--- config.mk ---
export PLATFORM = sky130hd
export DESIGN_NAME = tt_sweep_driver
export DESIGN_NICKNAME = d
export VERILOG_FILES = /design/src/rtl/tt_sweep_pkg.sv /design/src/rtl/tt_sweep_driver_timer.sv /design/src/rtl/tt_sweep_driver.sv
export SDC_FILE = /design/constraint.sdc
export NUM_CORES = 1
export LEC_CHECK = 0
export ABC_CLOCK_PERIOD_IN_PS = 2400
export CAP_MARGIN = 20
export CELL_PAD_IN_SITES_DETAIL_PLACEMENT = 0
export CELL_PAD_IN_SITES_GLOBAL_PLACEMENT = 1
export CORE_AREA = 3 3 70 72
export DETAILED_ROUTE_END_ITERATION = 10
export DIE_AREA = 0 0 73 75
export PLACE_DENSITY = 0.71
export SLEW_MARGIN = 20
export SYNTH_ARGS = -nofsm -noshare
export SYNTH_HDL_FRONTEND = slang
export SYNTH_SLANG_ARGS = --single-unit
--- constraint.sdc ---
create_clock -name clock -period 2.4 [get_ports clock]
set_clock_uncertainty 0.2 [all_clocks]
set_input_delay 0.48 -clock clock [delete_from_list [all_inputs] [get_ports clock]]
set_output_delay 0.48 -clock clock [all_outputs]
set_load 0.01 [all_outputs]
--- src/rtl/tt_sweep_pkg.sv ---
// Shared types and constants for the truth-table sweep driver.
package tt_sweep_pkg;

    typedef enum logic [1:0] {
        IDLE   = 2'd0,
        SETTLE = 2'd1,
        SAMPLE = 2'd2,
        DONE   = 2'd3
    } sweep_state_t;

    localparam int unsigned N_VEC = 8;
    localparam int unsigned X_W   = 3;
    localparam int unsigned CNT_W = 4;

    localparam logic [N_VEC-1:0] DEFAULT_TABLE = 8'b00111001;

endpackage

--- src/rtl/tt_sweep_driver_timer.sv ---
// Settle counter: counts enabled cycles, flags the last settle cycle.
module tt_settle_timer
    import tt_sweep_pkg::*;
#(
    parameter int unsigned SETTLE_CYC = 2
) (
    input  logic clock,
    input  logic reset,
    input  logic clear,
    input  logic enable,
    output logic expired
);

    logic [CNT_W-1:0] cnt_q, cnt_d;

    always_comb begin
        cnt_d = cnt_q;
        if (clear) begin
            cnt_d = '0;
        end else if (enable) begin
            cnt_d = cnt_q + CNT_W'(1);
        end
    end

    always_ff @(posedge clock) begin
        if (reset) begin
            cnt_q <= '0;
        end else begin
            cnt_q <= cnt_d;
        end
    end

    assign expired = (cnt_q == CNT_W'(SETTLE_CYC - 1));

endmodule

--- src/rtl/tt_sweep_driver.sv ---
// Drives all 3-bit vectors to a downstream stage and records its error flag per vector.
// Optional TT_SWEEP_CAPTURE_EN adds obs_table/table_mismatch capture of z_in.
module tt_sweep_driver
    import tt_sweep_pkg::*;
#(
    parameter int unsigned      SETTLE_CYC = 2,
    parameter logic [N_VEC-1:0] EXPECTED   = DEFAULT_TABLE
) (
    input  logic             clock,
    input  logic             reset,
    input  logic             start,
    input  logic             err_in,
    input  logic             z_in,
    output logic [X_W-1:0]   x,
    output logic             busy,
    output logic             done,
    output logic             pass,
    output logic [N_VEC-1:0] fail_mask,
    output logic [CNT_W-1:0] fail_count
`ifdef TT_SWEEP_CAPTURE_EN
    ,
    output logic [N_VEC-1:0] obs_table,
    output logic             table_mismatch
`endif
);

    sweep_state_t     state_q, state_d;
    logic [X_W-1:0]   x_q, x_d;
    logic [N_VEC-1:0] mask_q, mask_d;
    logic [CNT_W-1:0] fcnt_q, fcnt_d;
    logic             done_q, done_d;
    logic             tmr_clear, tmr_enable, tmr_expired;

`ifdef TT_SWEEP_CAPTURE_EN
    logic [N_VEC-1:0] obs_q, obs_d;
`else
    logic unused_z;
    assign unused_z = z_in;
`endif

    tt_settle_timer #(
        .SETTLE_CYC(SETTLE_CYC)
    ) u_timer (
        .clock  (clock),
        .reset  (reset),
        .clear  (tmr_clear),
        .enable (tmr_enable),
        .expired(tmr_expired)
    );

    always_comb begin
        state_d    = state_q;
        x_d        = x_q;
        mask_d     = mask_q;
        fcnt_d     = fcnt_q;
        done_d     = done_q;
        tmr_clear  = 1'b0;
        tmr_enable = 1'b0;
`ifdef TT_SWEEP_CAPTURE_EN
        obs_d      = obs_q;
`endif
        case (state_q)
            IDLE, DONE: begin
                if (start) begin
                    state_d   = SETTLE;
                    x_d       = '0;
                    mask_d    = '0;
                    fcnt_d    = '0;
                    done_d    = 1'b0;
                    tmr_clear = 1'b1;
`ifdef TT_SWEEP_CAPTURE_EN
                    obs_d     = '0;
`endif
                end
            end
            SETTLE: begin
                tmr_enable = 1'b1;
                if (tmr_expired) begin
                    state_d = SAMPLE;
                end
            end
            SAMPLE: begin
                mask_d[x_q] = err_in;
                fcnt_d      = fcnt_q + CNT_W'(err_in);
`ifdef TT_SWEEP_CAPTURE_EN
                obs_d[x_q]  = z_in;
`endif
                // Last vector: stop at 7 rather than wrapping.
                if (x_q == X_W'(N_VEC - 1)) begin
                    state_d = DONE;
                    done_d  = 1'b1;
                end else begin
                    x_d       = x_q + X_W'(1);
                    tmr_clear = 1'b1;
                    state_d   = SETTLE;
                end
            end
            default: state_d = IDLE;
        endcase
    end

    always_ff @(posedge clock) begin
        if (reset) begin
            state_q <= IDLE;
            x_q     <= '0;
            mask_q  <= '0;
            fcnt_q  <= '0;
            done_q  <= 1'b0;
`ifdef TT_SWEEP_CAPTURE_EN
            obs_q   <= '0;
`endif
        end else begin
            state_q <= state_d;
            x_q     <= x_d;
            mask_q  <= mask_d;
            fcnt_q  <= fcnt_d;
            done_q  <= done_d;
`ifdef TT_SWEEP_CAPTURE_EN
            obs_q   <= obs_d;
`endif
        end
    end

    assign x          = x_q;
    assign busy       = (state_q == SETTLE) || (state_q == SAMPLE);
    assign done       = done_q;
    assign pass       = done_q && (fcnt_q == '0);
    assign fail_mask  = mask_q;
    assign fail_count = fcnt_q;

`ifdef TT_SWEEP_CAPTURE_EN
    assign obs_table      = obs_q;
    assign table_mismatch = done_q && (obs_q != EXPECTED);
`endif

endmodule
layer_met1.png
Supply wires on this layer in grey.
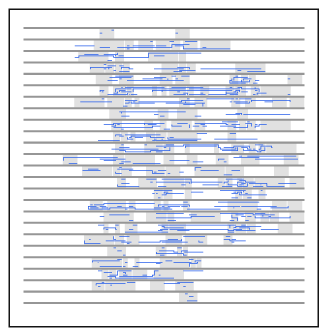
- nets with wire on the layer: 159
- longest straight run: 18.9 um
- wire length on this layer: 1,280 um

placement_by_type.png
The bar under the picture is 20 um long.
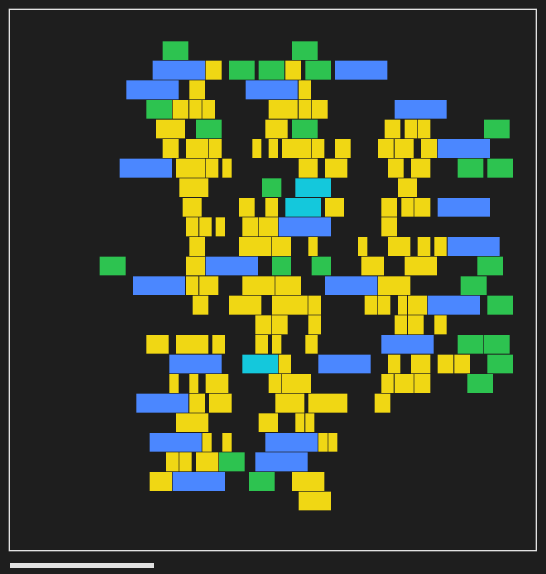
- cyan: clock drivers (cells 3; share of their area 2.7%)
- green: other buffers and delay cells (cells 24; share of their area 15%)
- yellow: combinational and other logic (cells 116; share of their area 53%)
- blue: flops (cells 22; share of their area 29%)

clocks.png
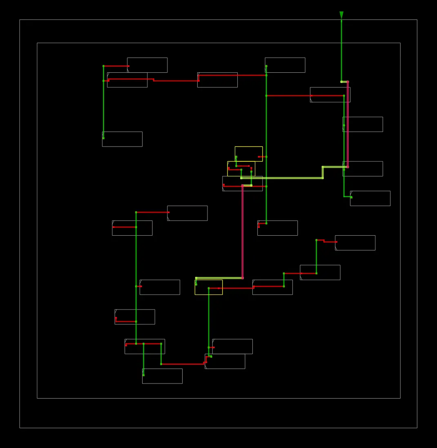
CTS Sinks: 22
clock group total power: 0.230 mW
count of clock buffers in the final design: 3
number of CTS-inserted buffers: 3

sizes.png
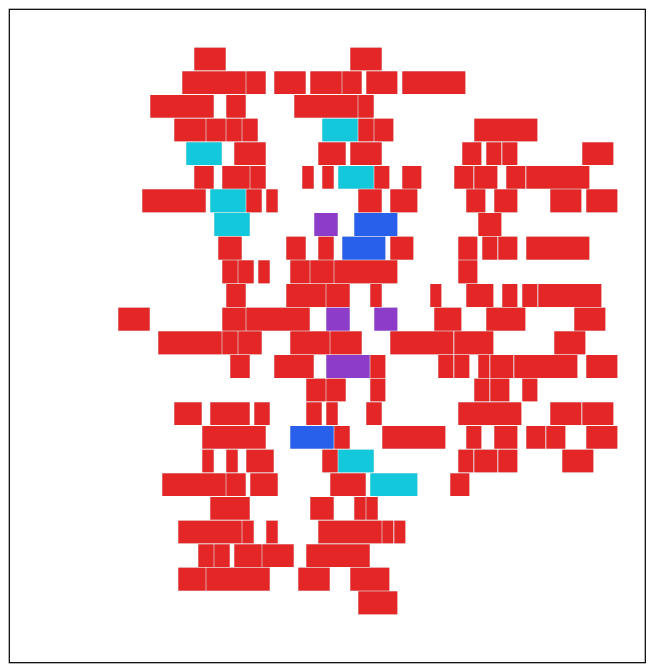
- red: _0 and _1 cells (cells 151; most used dfxtp_1)
- cyan: _2 cells (cells 7; most used mux2_2)
- blue: _6 and larger (cells 3; most used clkbuf_8)
- purple: _3 and _4 cells (cells 4; most used buf_4)

clk_routes.png
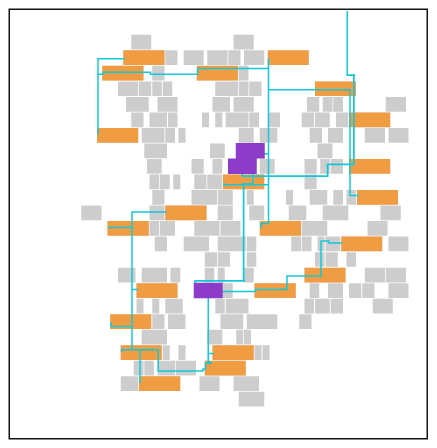
- orange: flip-flops (count 22)
- cyan: clock wires (length 327 um)
- purple: clock drivers (count 3)
- routed clock nets: 4

## registers in the layout (all words and copies together), names as in the netlist
signal / cells
x: 3
done: 1
fail_count: 4
state_q: 2
u_timer.cnt_q: 4
fail_mask: 8
## cells by family after synthesis
kind of cell | synth area share (%)
adder cells (fa/ha/maj) | 9.67
buffers and inverters | 5.42
AND-OR/OR-AND | 14.7
AND/OR/NAND/NOR | 28.1
multiplexers | 6.00
XOR/XNOR | 2.03
flip-flops | 34.0
## how the worst max path moves through the flow
stage                                to  cells past startpoint  slack [ps]
after global placement     fail_mask[7]                      5         190
final                              busy                      4         110
after floorplan           fail_count[2]                      6         560
after global routing               busy                      4          30
after detailed placement   fail_mask[3]                      5         170
after CTS                          busy                      4          20
## per-stage QoR
step | instance area [um2] | setup slack, ps | util (%)
floorplan | 1290 | 563 | -
global placement | 1540 | 191 | 35.3
detailed placement | 1540 | 175 | 35.3
CTS | 1580 | 20.0 | 36.2
global route | 1580 | 28.7 | 36.3
finish | 1580 | 115 | 36.3
## what timing repair did
| item | in CTS | in global routing |
|---|---|---|
| resized | 0 | 1 |
| setup endpoints to repair | 0 | 1 |
| endpoints found under the hold margin | 0 | 0 |
## routing by layer
metal  vias up  GRT usage (%)  wire, um
met5         -              0         0
met1       523           15.2      1280
met3         4           2.27        91
met2        15           21.3      1470
met4         0           4.30        32
li1        572              -         -
## worst reg2reg max path, stage by stage (launching register included)
cell       delay, ps
dfxtp_1          560
ha_1             250
ha_1             270
nand2b_1         140
a21oi_1          120
a2111oi_0        370
## cell usage after synthesis (2+ instances only)
master    number
or4_1          2
nor2_1         8
a31oi_1        4
mux2_2         6
ha_1          10
xor2_1         2
inv_1          4
nor3_1         5
clkbuf_1       5
nand3_1        3
nand3b_1       7
nand4b_1       4
buf_2          2
o21ai_0        9
nor2b_1        4
a22oi_1        2
nand4_1        5
buf_1          2
nand2_1        4
dfxtp_1       22
nand2b_1      10
a21oi_1       14
o31ai_1        2
## report_power, final
group,total [mW],internal (mW),switching [mW]
clock network,0.230,0.112,0.118
logic,0.392,0.153,0.239
registers,0.419,0.392,0.0277
## layout make-up
class | instances | area share, %
Clock buffer | 3 | 2.61
Inverter | 4 | 0.950
Multi-Input combinational cell | 112 | 49.7
Sequential cell | 22 | 27.9
Tap cell | 52 | 4.12
Timing Repair Buffer | 24 | 14.7
==> results_slide.txt <==
Implementation Results

Run status
  – Outcome: finished, final reports clean

Cells and area
  – Combinational Area: 786 um2
  – Top Layout Cells: 22 x dfxtp_1, 21 x clkdlybuf4s50_1, 14 x a21oi_1
  – Diode insertion count for antenna repair: 0
  – Top logic cell by instance count in the layout: dfxtp_1
  – Final #Nets: 182
  – Number of filler instances in the final layout: about 460
  – Signed area change from the synthesized netlist to the final layout: 22.1%
  – Proportion of layout cells with a drive suffix above 1: about 8.5%
  – Post-layout instance count excluding filler cells: between 200 and 250
  – FF/Latch Area: ~440 um2

Global routing
  – Wire length of the first global-routing pass: 5330 um
  – Antenna violations before repair: 0
  – GR Util All Layers: approximately 12%
  – Global-route congestion overflow total: 0
  – Maximum number of pins on one net before global-route repair: 20
  – Vias in the first global route: approximately 1,100

Flow run
  – Number of warning messages in the logs: 31
  – Number of maximum-capacitance constraint violations: 0

Critical path
  – Cell Chain, Critical Path: inv_1, ha_2, inv_1, clkdlybuf4s50_1
  – Number of buffers and inverters on the critical path: 3
  – Critical setup path kind: reg -> out
  – Slowest cell on crit path: clkdlybuf4s50_1
  – Highest net fanout along the worst path: 6
  – Startpoint type of the worst setup path: flip-flop
  – Worst Reg2Reg Path Length in Cells: 5
  – Critical R2R Launch: x[0]
  – Worst path most repeated cell: inv_1
  – Required arrival time at the worst endpoint: between 1500 and 2000 ps
  – Crit path DAT: ~1600 ps
  – Longest individual stage delay on the worst path: between 500 and 600 ps
  – Start point of the critical path: state_q[0]
  – Register-to-register setup slack: around 380 ps
  – Crit Reg-Reg Endpoint: u_timer.cnt_q[1]
  – Crit-path leading delay family: buffers and inverters
  – Capturing element type of the critical path: output port

Clocking
  – CTS Root Buffer Type: clkbuf_8
  – Insertion Delay late pin: approximately 260 ps
  – Post-CTS Setup Bufs: 0
  – Clock tree from TritonCTS: done
  – Maximum clock path buffer count: 2
  – Total of hold buffers inserted after clock tree synthesis: 0
  – Clock slew seen by the registers of the worst setup and hold paths: 80 ps
  – Maximum level of the CTS H-tree: 1

Hold path
  – Path category of the worst min-delay check: reg -> reg
  – Worst-case hold path end point: fail_mask[2]
  – Hold path cells: 2
  – Critical hold path startpoint: fail_mask[2]

Yosys
  – Top area contributor share: approximately 34%
  – Post-synth tally of flip-flops with integrated enable: 0
  – Syn_area_per_cell: slightly below 9 um2
  – Yosys chip area: around 1300 um2
  – Yosys cell count: between 100 and 150
  – Cell types with the largest area share after synthesis: dfxtp_1 34%, ha_1 9.7%, a21oi_1 5.4%, mux2_2 5.2%, nand2b_1 4.8%
  – Share of async-settable or async-resettable flops after synthesis: 0%
  – Cell area after technology mapping: around 1300 um2
  – Dominant cell type by area after synthesis: dfxtp_1
  – Post-Syn Instances: between 100 and 150
  – Number of distinct library cell variants in the gate-level netlist after synthesis: 36
  – Most used flip-flop cell after synthesis: dfxtp_1
  – Mapped Nets: 164
  – Yosys reg bits: 22
  – Tally of yosys warning messages: 0
  – Seq/Total Area, Yosys: approximately a third

STA
  – Post-route fraction of the period consumed by the critical path: 95.2%
  – Unrepaired setup endpoints after global routing: false
  – Worst slew pin tran: 531 ps
  – Finish-stage setup viols: 0
  – Number of max-slew violations in the final report: 0
  – Post-Route Setup TNS: 0 ps
  – Fin crit period: ~2300 ps
  – Worst hold slack: 306 ps
  – Max Clk Rate: 438 MHz
  – Number of hold-slack violations in the final timing report: 0
  – Relative slew margins: around 65%

Placement
  – Placed wire-length estimate after detailed placement: around 2100 um
  – RePlAce Congestion: approximately 0.7
  – Total instance count after detailed placement: ~210
  – Tally of buffers added on design ports: 21

Power
  – Leak Pwr: 0.568 nW
  – IR drop worst, VDD: 0.195 mV
  – Post-layout total power: approximately 1.0 mW
  – Ratio of total power to cell area: roughly 660 nW/um2

Detailed routing
  – 1st-iter DRT viols: 36
  – Number of iterations in the first detailed-routing pass: 4
  – Drt wl/cell: roughly 13 um
  – Remaining DRCs: 0
  – Total length of routed wires: 2880 um
  – Total via count after detailed routing: 1,114
  – Routed via count divided by cell count: about 5
  – Routed Antenna Nets: 0

Die
  – Std-Cell Core Area: ~4400 um2
  – Area of the die: between 5000 and 6000 um2
  – Horizontal extent of the die: 73 um
  – Die height: roughly 75 um
  – Init Core Util: between 20 and 30%
  – Count of pins on the block boundary: 23
  – Number of placement rows: 24
No activity file was given, so power comes from the tool's default toggle rates.
